File: config.mk
export PLATFORM = sky130hd
export DESIGN_NAME = rop3_mode_decoder
export DESIGN_NICKNAME = d
export VERILOG_FILES = /design/src/rtl/rop3_pkg.sv /design/src/rtl/rop3_mode_decoder.sv
export SDC_FILE = /design/constraint.sdc
export NUM_CORES = 1
export LEC_CHECK = 0
export ABC_AREA = 1
export CORE_MARGIN = 5
export CORE_UTILIZATION = 51
export DETAILED_ROUTE_END_ITERATION = 6
export PLACE_DENSITY = 0.84
export SETUP_SLACK_MARGIN = 0.2
export SYNTH_ARGS = -nofsm -noshare
export SYNTH_HDL_FRONTEND = slang
export SYNTH_SLANG_ARGS = --single-unit
File: constraint.sdc
create_clock -name clk -period 3.3 [get_ports clk]
set_clock_uncertainty 0.2 [all_clocks]
set_input_delay 0.495 -clock clk [delete_from_list [all_inputs] [get_ports clk]]
set_output_delay 0.495 -clock clk [all_outputs]
set_load 0.005 [all_outputs]
File: src/rtl/rop3_pkg.sv
// Shared ROP3 definitions: named raster-op modes, minterm ordering and the
// mode-decoder state encoding, common to the evaluator and the decoder.
package rop3_pkg;

  localparam logic [7:0] ROP_BLACKNESS   = 8'h00;
  localparam logic [7:0] ROP_NOTSRCERASE = 8'h11;
  localparam logic [7:0] ROP_NOTSRCCOPY  = 8'h33;
  localparam logic [7:0] ROP_DSTINVERT   = 8'h55;
  localparam logic [7:0] ROP_PATINVERT   = 8'h5A;
  localparam logic [7:0] ROP_SRCINVERT   = 8'h66;
  localparam logic [7:0] ROP_SRCAND      = 8'h88;
  localparam logic [7:0] ROP_XOR3        = 8'h96;
  localparam logic [7:0] ROP_DSTCOPY     = 8'hAA;
  localparam logic [7:0] ROP_SRCCOPY     = 8'hCC;
  localparam logic [7:0] ROP_SRCPAINT    = 8'hEE;
  localparam logic [7:0] ROP_PATCOPY     = 8'hF0;
  localparam logic [7:0] ROP_WHITENESS   = 8'hFF;

  // Minterm index is {P,S,D} with P as the MSB, so PATCOPY = F0 etc.
  localparam int MT_P_BIT = 2;
  localparam int MT_S_BIT = 1;
  localparam int MT_D_BIT = 0;

  function automatic logic [2:0] minterm_idx(input logic p, input logic s, input logic d);
    logic [2:0] idx;
    idx           = 3'b000;
    idx[MT_P_BIT] = p;
    idx[MT_S_BIT] = s;
    idx[MT_D_BIT] = d;
    return idx;
  endfunction

  typedef logic [0:0] dec_state_t;
  localparam dec_state_t ST_IDLE = 1'b0;
  localparam dec_state_t ST_SCAN = 1'b1;

endpackage

File: src/rtl/rop3_mode_decoder.sv
// Learns an unknown ROP3 mode by observing P/S/D/Result samples, one lane
// per cycle, accumulating minterms and flagging contradictory observations.
module rop3_mode_decoder
  import rop3_pkg::*;
#(
  parameter int N = 32
) (
  input  logic         clk,
  input  logic         rst,
  input  logic         clear,
  input  logic         in_valid,
  output logic         in_ready,
  input  logic [N-1:0] P,
  input  logic [N-1:0] S,
  input  logic [N-1:0] D,
  input  logic [N-1:0] Result,
  output logic [7:0]   Mode,
  output logic [7:0]   known_mask,
  output logic         conflict,
  output logic         mode_valid,
  output logic         busy
);

  localparam int LW = (N > 1) ? $clog2(N) : 1;

  // Handshake: a sample transfers on a rising edge where in_valid and
  // in_ready are both high; the source must hold P/S/D/Result until then.

  dec_state_t    state;
  logic [LW-1:0] lane;
  logic [N-1:0]  p_q, s_q, d_q, r_q;
  logic [7:0]    mode_q, mask_q;
  logic          conflict_q;

  logic [2:0]    idx;
  logic          res_bit;
  logic          last_lane;

  always_comb begin
    idx       = minterm_idx(p_q[lane], s_q[lane], d_q[lane]);
    res_bit   = r_q[lane];
    last_lane = (lane == LW'(N - 1));
  end

  always_ff @(posedge clk) begin
    if (rst) begin
      state      <= ST_IDLE;
      lane       <= '0;
      p_q        <= '0;
      s_q        <= '0;
      d_q        <= '0;
      r_q        <= '0;
      mode_q     <= ROP_BLACKNESS;
      mask_q     <= 8'h00;
      conflict_q <= 1'b0;
    end else if (clear) begin
      state      <= ST_IDLE;
      lane       <= '0;
      mode_q     <= ROP_BLACKNESS;
      mask_q     <= 8'h00;
      conflict_q <= 1'b0;
    end else begin
      case (state)
        ST_IDLE: begin
          if (in_valid) begin
            p_q   <= P;
            s_q   <= S;
            d_q   <= D;
            r_q   <= Result;
            lane  <= '0;
            state <= ST_SCAN;
          end
        end
        ST_SCAN: begin
          // A contradicting lane only raises the flag; first-learned bits stay.
          if (mask_q[idx] && (mode_q[idx] != res_bit)) begin
            conflict_q <= 1'b1;
          end else begin
            mode_q[idx] <= res_bit;
            mask_q[idx] <= 1'b1;
          end
          if (last_lane) begin
            state <= ST_IDLE;
            lane  <= '0;
          end else begin
            lane <= lane + LW'(1);
          end
        end
        default: state <= ST_IDLE;
      endcase
    end
  end

  assign in_ready   = (state == ST_IDLE) & ~clear;
  assign busy       = (state == ST_SCAN);
  assign Mode       = mode_q;
  assign known_mask = mask_q;
  assign conflict   = conflict_q;
  assign mode_valid = (mask_q == 8'hFF) & ~conflict_q;

endmodule

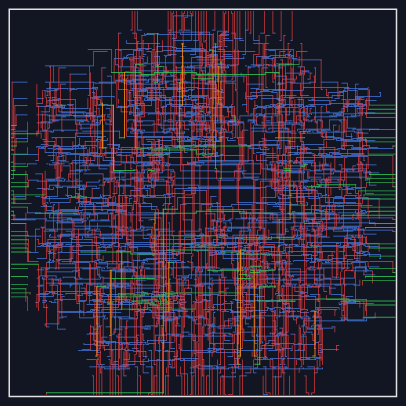
*Signal wires by layer, run 1*
(3 px per um)
Key: red = metal 2 [wire length 9,340 um]; orange = metal 4 [wire length 647 um]; blue = metal 1 [wire length 8,220 um]; green = metal 3 [wire length 1,130 um]

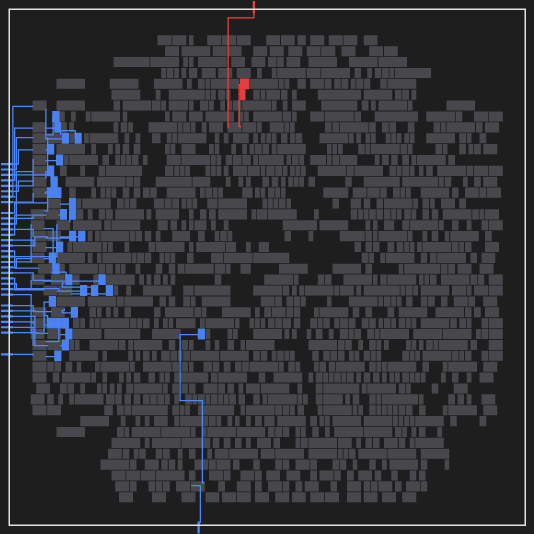
*I/O nets highlighted, run 1*
(4 px per um)
Key: red = clear [bits 1, direction input, edge north, end cells 2, buffers 1, wire 47.4 um]; blue = Result [bits 32, direction input, edge 31 west, 1 south, end cells 32, buffers 32, wire 572 um]

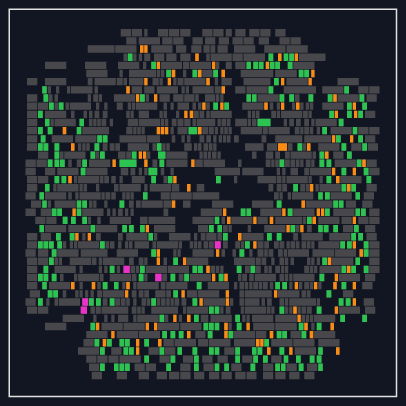
*Logic cells by family, run 1*
(3 px per um)
Key: orange = inverters [cells 128, most used inv_1]; magenta = AND and OR gates [cells 5, most used or2_2]; green = inverting AOI/OAI gates [cells 260, most used o21ai_0, where widely spread]

==> reports/metrics.sh, run 1 <==
CTSHOLDBUFFERS=0
AREA.SHARE.COMBINATIONAL_PCT=35.34
HOLD_PATH_END='p_q[7]$_SDFFE_PP0P_'
REG2REG_TO='Mode[3]$_SDFFE_PP0P_'
FINAL_CELL_AREA_MM2=0.009276
DETAILROUTE.WIRELENGTH.MET3_MM=1.133
DIE_AREA_MM2=0.01654
PLACEDINSTANCEAREA_MM2=0.008700
SEQ_CELL_COUNT=151
YS_SH_SIMPLE_PCT=26.57
RESULT_OF_THE_RUN='finished, final reports clean'
MULTI_INPUT_COMB_AREA_MM2=0.003278
DETAILEDROUTE.FIRSTPASSITERATIONCOUNT=5
YOSYS-STAT-CELLS=1039
CTS.REPORTEDPATHS.CLKPINSLEW_PS=60
FILL_CELL_TOTAL_OF_THE_FINISHED_LAYOUT=1195
INITIAL_UTILIZATION_PCT=51.90
WORST_PIN_SLEW_PS=589.0
INTERNAL_POWER_mW=3.367
GLOBAL_ROUTER_S_OVERALL_RESOURCE_USAGE_PCT=23.33
CTS.REPAIR_TIMING.SETUP_BUFFER_COUNT=0
CELL_CHAIN_OF_THE_CRITICAL_PATH='inv_2 > buf_4 > a21oi_1 > o21ai_0 > nand3_1 > nand3_1 > nand2_1 > o21ai_4 > inv_1 > nand2_2 > nand3_4 > nand3_2 > nand2_1 > nand2_1 > nor2_2'
CLOCK_TREE.BUFFER_DEPTH=2
GPL.FINAL_WEIGHTED_CONGESTION=0.9552
TIMING.CRITICAL_PATH.SLOWEST_CELL_DELAY_PS=440
DRTITER0DRC=668
CLOCK_SINKS=151
SEQ_POWER_SHARE_PCT=44.5
DIE_Y_UM=128.6
CRIT_PATH_START='lane[1]$_SDFFE_PP0P_'
HOLD-WORST-SLACK_PS=250.6
PG_COMB_mW=0.574
CTS_MADE_BUFFERS=17
RATIO_OF_CELLS_WITH_DRIVE_ABOVE_1_IN_THE_FINAL_LAYOUT_PCT=7.302
STAGE_LOG_WARNINGS=26
YOSYSMOSTFREQUENTCELL='sky130_fd_sc_hd__nand2_1'
DRC=0
YS_CHIP_AREA_MM2=0.007176
POWERDENSITY_mW_PER_MM2=477.7
CLOCK_CELL_AREA_SHARE_PCT=6.191
ASYNC_RESET_FF_SHARE_PCT=0
LARGESTCLASSBYAREA='multi-input combinational cells'
GROUTE.LAYER.MET2.USAGE_PCT=39.23
CRIT_END='Mode[3]$_SDFFE_PP0P_'
CLOCK_POWER_mW=1.89
USE_MET1_PCT=28.75
TIMING.CRITICAL_PATH.SLOWEST_STAGE_CELL='sky130_fd_sc_hd__inv_2'
DP_WORST_SETUP_SLACK_PS=502.5
SYNTH_INSTANCES=1039
SYNTH_AREA_PER_CELL_UM2=6.906
CAP_VIOLATIONS=0
YOSYS.AREA_SHARE.XOR_XNOR_PCT=0.1221
PORTBUFFERS=151
SW_POWER_mW=1.065
ANT_NETS=0
SEQ_AREA_SHARE_PCT=32.63
FINAL-MAX-SLEW-VIOLATION-COUNT=0
POST_SYNTH_MOST_FREQUENT_CELLS='178 x sky130_fd_sc_hd__nand2_1, 151 x sky130_fd_sc_hd__dfxtp_1, 138 x sky130_fd_sc_hd__o21ai_0'
FIN_HOLD_VIOLS=0
SETUP.REG_TO_REG.WORST_SLACK_PS=580
FINAL_CRITICAL_PATH_SETUP_SLACK_PS=577.1
CLOCK.FMAX_MHz=367.3
DIE_WIDTH_UM=128.6
NNETSFINAL=1286
SETUP_VIOL=0
AREA_GROWTH_PCT=29.28
CRITICAL_PATH_CLASS='flip-flop to flip-flop'
SYN_AREA_MM2=0.007176
LEAKAGE_nW=3.815
TAP_CELLS=180
TIMING.SETUP.TNS_PS=0
YOSYS_WARNINGS=0
LARGEST_NET_DEGREE_AT_THE_START_OF_GLOBAL_ROUTING=94
GRT_PASS1_WL_MM=31.31
WORSTSETUPENDPOINTTYPE='flip-flop'
CORE_MM2=0.01383
VIASPERCELL=5.234
MET2_WIRELENGTH_MM=9.344
CTS_MAX_LEVEL=4
TIMING.CRITICAL_PATH.DEPTH=15
YOSYS-TOP-CELLS-AREA='sky130_fd_sc_hd__dfxtp_1 42%, sky130_fd_sc_hd__o21ai_0 9.6%, sky130_fd_sc_hd__nand2_1 9.3%'
NON_FILLER_CELLS_IN_THE_FINISHED_LAYOUT=1344
ROUTED-VIA-COUNT=7035
FRACTION_OF_POWER_SPENT_SWITCHING_NETS_PCT=24.03
NUM_ANTENNA_CELLS=0
GATE_FAMILY_RESPONSIBLE_FOR_THE_MOST_DELAY_ALONG_THE_WORST_PATH='buffers and inverters'
HOLD_CRIT_PATH_TYPE='flip-flop to flip-flop'
GLOBALROUTEMET3UTIL_PCT=5.023
FINAL.MIN_CLOCK_PERIOD_PS=2723
NETLIST.AREA_LEADER.SHARE_PCT=42.13
GRT_MOST_USED_LAYER='met2'
COUNT_OF_LIBRARY_FLOPS_WITH_AN_ENABLE_PIN=0
SYNTH_CELL_TYPE_COUNT=30
LEFTOVER_OVERFLOW_AT_THE_END_OF_GLOBAL_ROUTING=0
GRT_PASS1_VIAS=6760
WIRELENGTH_MET1_MM=8.218
TOP_LOGIC_KIND='simple AND/OR/NAND/NOR gates'
WORST_SKEW_PAIR.LATE_LATENCY_PS=420
CRIT_ARRIVAL_PS=2850
CTSRESIZECOUNT=0
SYNTH-ADDER-AREA-SHARE_PCT=0.3487
POWER_IN_SEQUENTIAL_CELLS_mW=1.97
RSZ0062_AT_GRT='no'
CLOCK_BUFFER_COUNT=22
N_MULTI_INPUT_COMBINATIONAL_CELL=688
SYNTHAOIAREAFRAC_PCT=18.54
MAXSLEWHEADROOM_PCT=60.68
TOP_LAYER_USED='met4'
BUFFERS_EXCL_CLOCK=166
WORST-R2R-CELL-COUNT=15
SEQCELLAREA_MM2=0.003027
ANTENNA_FOUND_INITIAL=0
CTS_TREE='done'
SYNTH_SEQUENTIAL_AREA_RATIO_PCT=42.13
R2R_START='lane[1]$_SDFFE_PP0P_'
POSTSYNTH.TOPFLOPCELL='sky130_fd_sc_hd__dfxtp_1'
NUM_IO_PINS=152
POWER.IR.VDD_WORST_mV=0.3285
WORSTPATHBUFFERINVERTERCOUNT=3
CRITICAL_PATH_DATA_REQUIRED_TIME_PS=3420
HALF_PERIMETER_WIRE_LENGTH_OF_THE_DETAILED_PLACEMENT_RESULT_MM=13.38
CLOCK_POWER_SHARE_PCT=42.6
CP-START-KIND='flip-flop'
FINAL.SIGNAL_INVERTER_COUNT=128
P_TOTAL_mW=4.431
### Where the registers sit, run 1

(2 px per um)
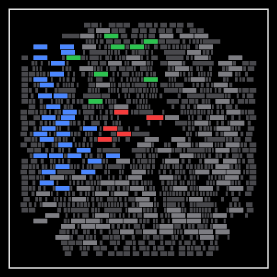

==> run 2: changes to the inputs <==
Clock period 3.3 ns to 2.79 ns, I/O delays scaled along.
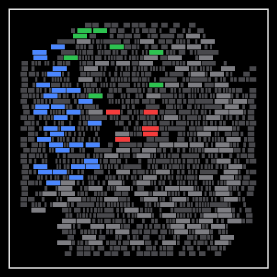
*Where the registers sit, run 2*
(2 px per um)
Key: green = known_mask [placed flops 8]; red = lane [placed flops 5, where centre]; blue = r_q [placed flops 32]
final core utilization: 70.56%
power in sequential cells: 2.33 mW
register area: 0.003029 mm2

==> run 2 against run 1 <==
  * Die area stayed put
  * Via count up 2.7%
  * Synthesized cell count is the same
  * Clock power increased by 18%
  * Flip-flop count is the same
  * Utilization up 3.5 points
  * Power up 20%
  * Hold slack got worse by 3.1 ps
  * Fmax increased by 3.5%
  * Final cell count grew 2.4%
  * First-iteration DRC count rose by 19%
  * Routed wire length rose by 6.1%
  * Critical path type unchanged
  * Largest cell class unchanged
  * Highest routed layer unchanged
==> reports/metrics.sh, run 2 <==
CRITICAL_PATH_CLASS='flip-flop to flip-flop'  # unchanged
FINAL.SIGNAL_INVERTER_COUNT=130  # was 128
CRIT_END='Mode[1]$_SDFFE_PP0P_'  # was Mode[3]$_SDFFE_PP0P_
CLOCK_POWER_SHARE_PCT=42.1  # was 42.6%
GATE_FAMILY_RESPONSIBLE_FOR_THE_MOST_DELAY_ALONG_THE_WORST_PATH='simple AND/OR/NAND/NOR gates'  # was buffers and inverters
FIN_HOLD_VIOLS=0  # unchanged
ANTENNA_FOUND_INITIAL=1  # was 0
CP_COMMON_CELL='sky130_fd_sc_hd__nand3_2'  # was sky130_fd_sc_hd__nand2_1
SYNTH_AREA_PER_CELL_UM2=6.906  # unchanged
NUM_ANTENNA_CELLS=1  # was 0
WORST-R2R-CELL-COUNT=19  # was 15
SEQ_POWER_SHARE_PCT=43.9  # was 44.5%
HOLD_PATH_END='r_q[30]$_SDFFE_PP0P_'  # was p_q[7]$_SDFFE_PP0P_
SYNTH_INSTANCES=1039  # unchanged
AREA_GROWTH_PCT=35.97  # was 29.28%
CTS.REPORTEDPATHS.CLKPINSLEW_PS=60  # about the same
FINAL_CELL_AREA_MM2=0.009757  # was 0.009276 mm2
DP_WORST_SETUP_SLACK_PS=166.8  # was 502.5 ps
GRT_PASS1_WL_MM=31.25  # was 31.31 mm
HALF_PERIMETER_WIRE_LENGTH_OF_THE_DETAILED_PLACEMENT_RESULT_MM=13.58  # was 13.38 mm
FINAL_CRITICAL_PATH_SETUP_SLACK_PS=158.2  # was 577.1 ps
RESULT_OF_THE_RUN='finished, final reports clean'  # unchanged
VIASPERCELL=5.251  # was 5.234
FILL_CELL_TOTAL_OF_THE_FINISHED_LAYOUT=1082  # was 1,195
FINAL-MAX-SLEW-VIOLATION-COUNT=0  # unchanged
CRIT_ARRIVAL_PS=2750  # was 2850 ps
FRACTION_OF_POWER_SPENT_SWITCHING_NETS_PCT=24.43  # was 24.03%
YOSYS_WARNINGS=0  # unchanged
GLOBALROUTEMET3UTIL_PCT=4.691  # was 5.023%
DRC=0  # unchanged
WORST_PIN_SLEW_PS=498.1  # was 589.0 ps
YOSYSMOSTFREQUENTCELL='sky130_fd_sc_hd__nand2_1'  # unchanged
SYNTH_SEQUENTIAL_AREA_RATIO_PCT=42.13  # unchanged
SYNTH_CELL_TYPE_COUNT=30  # unchanged
CLOCK.FMAX_MHz=380.0  # was 367.3 MHz
CRITICAL_PATH_DATA_REQUIRED_TIME_PS=2910  # was 3420 ps
GPL.FINAL_WEIGHTED_CONGESTION=0.9521  # was 0.9552
POWER-TOP-GROUP='sequential cells'  # unchanged
INITIAL_UTILIZATION_PCT=51.90  # unchanged
MUX_SHARE_PCT=0  # unchanged
CORE_MM2=0.01383  # unchanged
DIE_Y_UM=128.6  # unchanged
RATIO_OF_CELLS_WITH_DRIVE_ABOVE_1_IN_THE_FINAL_LAYOUT_PCT=11.72  # was 7.302%
LARGESTCLASSBYAREA='multi-input combinational cells'  # unchanged
DRTITER0DRC=794  # was 668
SEQ_AREA_SHARE_PCT=31.05  # was 32.63%
CELL_CHAIN_OF_THE_CRITICAL_PATH='buf_8 > clkbuf_16 > or2_4 > nand3_2 > nand3_2 > nand3_2 > nand2_1 > nand2_1 > nand2_2 > nor2_2 > nand3_1 > nand2_2 > nor2_2 > nand2_2 > nand3_2 > nand3_2 > nand2_1 > nand2_1 > nor2_2'  # was inv_2 > buf_4 > a21oi_1 > o21ai_0 > nand3_1 > nand3_1 > nand2_1 > o21ai_4 > inv_1 > nand2_2 > nand3_4 > nand3_2 > nand2_1 > nand2_1 > nor2_2
NETLIST.AREA_LEADER.SHARE_PCT=42.13  # unchanged
SYN_AREA_MM2=0.007176  # unchanged
AREA.SHARE.COMBINATIONAL_PCT=34.97  # was 35.34%
GRT_MOST_USED_LAYER='met2'  # unchanged
WIRELENGTH_MET1_MM=8.511  # was 8.218 mm
DIE_AREA_MM2=0.01654  # unchanged
FINAL.MIN_CLOCK_PERIOD_PS=2632  # was 2723 ps
HOLD-WORST-SLACK_PS=247.6  # was 250.6 ps
RSZ0062_AT_GRT='yes'  # was no
PLACEDINSTANCEAREA_MM2=0.008767  # was 0.008700 mm2
SYNTHAOIAREAFRAC_PCT=18.54  # unchanged
LEAKAGE_nW=4.013  # was 3.815 nW
ASYNC_RESET_FF_SHARE_PCT=0  # unchanged
GROUTE.LAYER.MET2.USAGE_PCT=39.29  # was 39.23%
DETAILEDROUTE.FIRSTPASSITERATIONCOUNT=6  # was 5
TIMING.CRITICAL_PATH.SLOWEST_CELL_DELAY_PS=370  # was 440 ps
PORTBUFFERS=151  # unchanged
POST_SYNTH_MOST_FREQUENT_CELLS='178 x sky130_fd_sc_hd__nand2_1, 151 x sky130_fd_sc_hd__dfxtp_1, 138 x sky130_fd_sc_hd__o21ai_0'  # unchanged
YOSYS-TOP-CELLS-AREA='sky130_fd_sc_hd__dfxtp_1 42%, sky130_fd_sc_hd__o21ai_0 9.6%, sky130_fd_sc_hd__nand2_1 9.3%'  # unchanged
TOP_LOGIC_KIND='simple AND/OR/NAND/NOR gates'  # unchanged
SETUP_VIOL=0  # unchanged
MAXSLEWHEADROOM_PCT=66.76  # was 60.68%
CLOCK_BUFFER_COUNT=26  # was 22
WORSTPATHBUFFERINVERTERCOUNT=2  # was 3
NON_FILLER_CELLS_IN_THE_FINISHED_LAYOUT=1376  # was 1,344
NNETSFINAL=1316  # was 1,286
TIMING.CRITICAL_PATH.DEPTH=19  # was 15
SETUP.REG_TO_REG.WORST_SLACK_PS=160  # was 580 ps
R2R_START='lane[0]$_SDFFE_PP0P_'  # was lane[1]$_SDFFE_PP0P_
USE_MET1_PCT=29.21  # was 28.75%
POWER.IR.VDD_WORST_mV=0.2848  # was 0.3285 mV
CP-START-KIND='flip-flop'  # unchanged
CTSHOLDBUFFERS=0  # unchanged
ANT_NETS=0  # unchanged
NUM_IO_PINS=152  # unchanged
DIE_WIDTH_UM=128.6  # unchanged
CTS_MAX_LEVEL=4  # unchanged
WORST_SKEW_PAIR.LATE_LATENCY_PS=430  # was 420 ps
CTSRESIZECOUNT=2  # was 0
YOSYS-STAT-CELLS=1039  # unchanged
COUNT_OF_LIBRARY_FLOPS_WITH_AN_ENABLE_PIN=0  # unchanged
CTS_MADE_BUFFERS=17  # unchanged
GRT_PASS1_VIAS=6627  # was 6,760
CLOCK_TREE.BUFFER_DEPTH=2  # unchanged
STAGE_LOG_WARNINGS=29  # was 26
MULTI_INPUT_COMB_AREA_MM2=0.003412  # was 0.003278 mm2
POWERDENSITY_mW_PER_MM2=543.9  # was 477.7 mW/mm2
P_TOTAL_mW=5.307  # was 4.431 mW
BUFFERS_EXCL_CLOCK=192  # was 166
TIMING.CRITICAL_PATH.SLOWEST_STAGE_CELL='sky130_fd_sc_hd__dfxtp_4'  # was sky130_fd_sc_hd__inv_2
LEFTOVER_OVERFLOW_AT_THE_END_OF_GLOBAL_ROUTING=0  # unchanged
SEQ_CELL_COUNT=151  # unchanged
DETAILROUTE.WIRELENGTH.MET3_MM=1.406  # was 1.133 mm
TAP_CELLS=180  # unchanged
N_MULTI_INPUT_COMBINATIONAL_CELL=690  # was 688
SYNTH-ADDER-AREA-SHARE_PCT=0.3487  # unchanged
HOLD_CRIT_PATH_TYPE='flip-flop to flip-flop'  # unchanged
CTS.REPAIR_TIMING.SETUP_BUFFER_COUNT=0  # unchanged
PG_COMB_mW=0.744  # was 0.574 mW
CLOCK_SINKS=151  # unchanged
INTERNAL_POWER_mW=4.010  # was 3.367 mW
CAP_VIOLATIONS=0  # unchanged
CTS_TREE='done'  # unchanged
LARGEST_NET_DEGREE_AT_THE_START_OF_GLOBAL_ROUTING=110  # was 94
WORSTSETUPENDPOINTTYPE='flip-flop'  # unchanged
SW_POWER_mW=1.297  # was 1.065 mW
MET2_WIRELENGTH_MM=10.06  # was 9.344 mm
CLOCK_CELL_AREA_SHARE_PCT=5.976  # was 6.191%
YS_SH_SIMPLE_PCT=26.57  # unchanged
YS_CHIP_AREA_MM2=0.007176  # unchanged
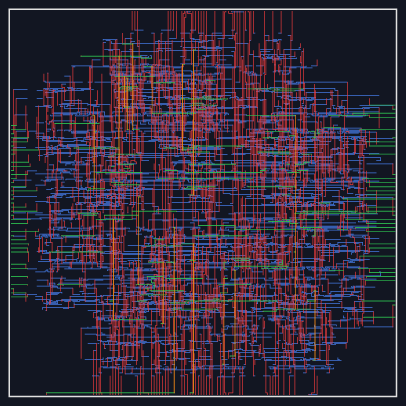
*Signal wires by layer, run 2*
(3 px per um)
Key: blue = metal 1 [wire length 8,510 um]; orange = metal 4 [wire length 541 um]; green = metal 3 [wire length 1,410 um]; red = metal 2 [wire length 10,100 um]
Routed Wire Length: 20.52 mm
vias post-DR: 7,225
wire length per cell: 14.91 um
global router's overall resource usage: 23.28%

No activity file was given, so power comes from the tool's default toggle rates.
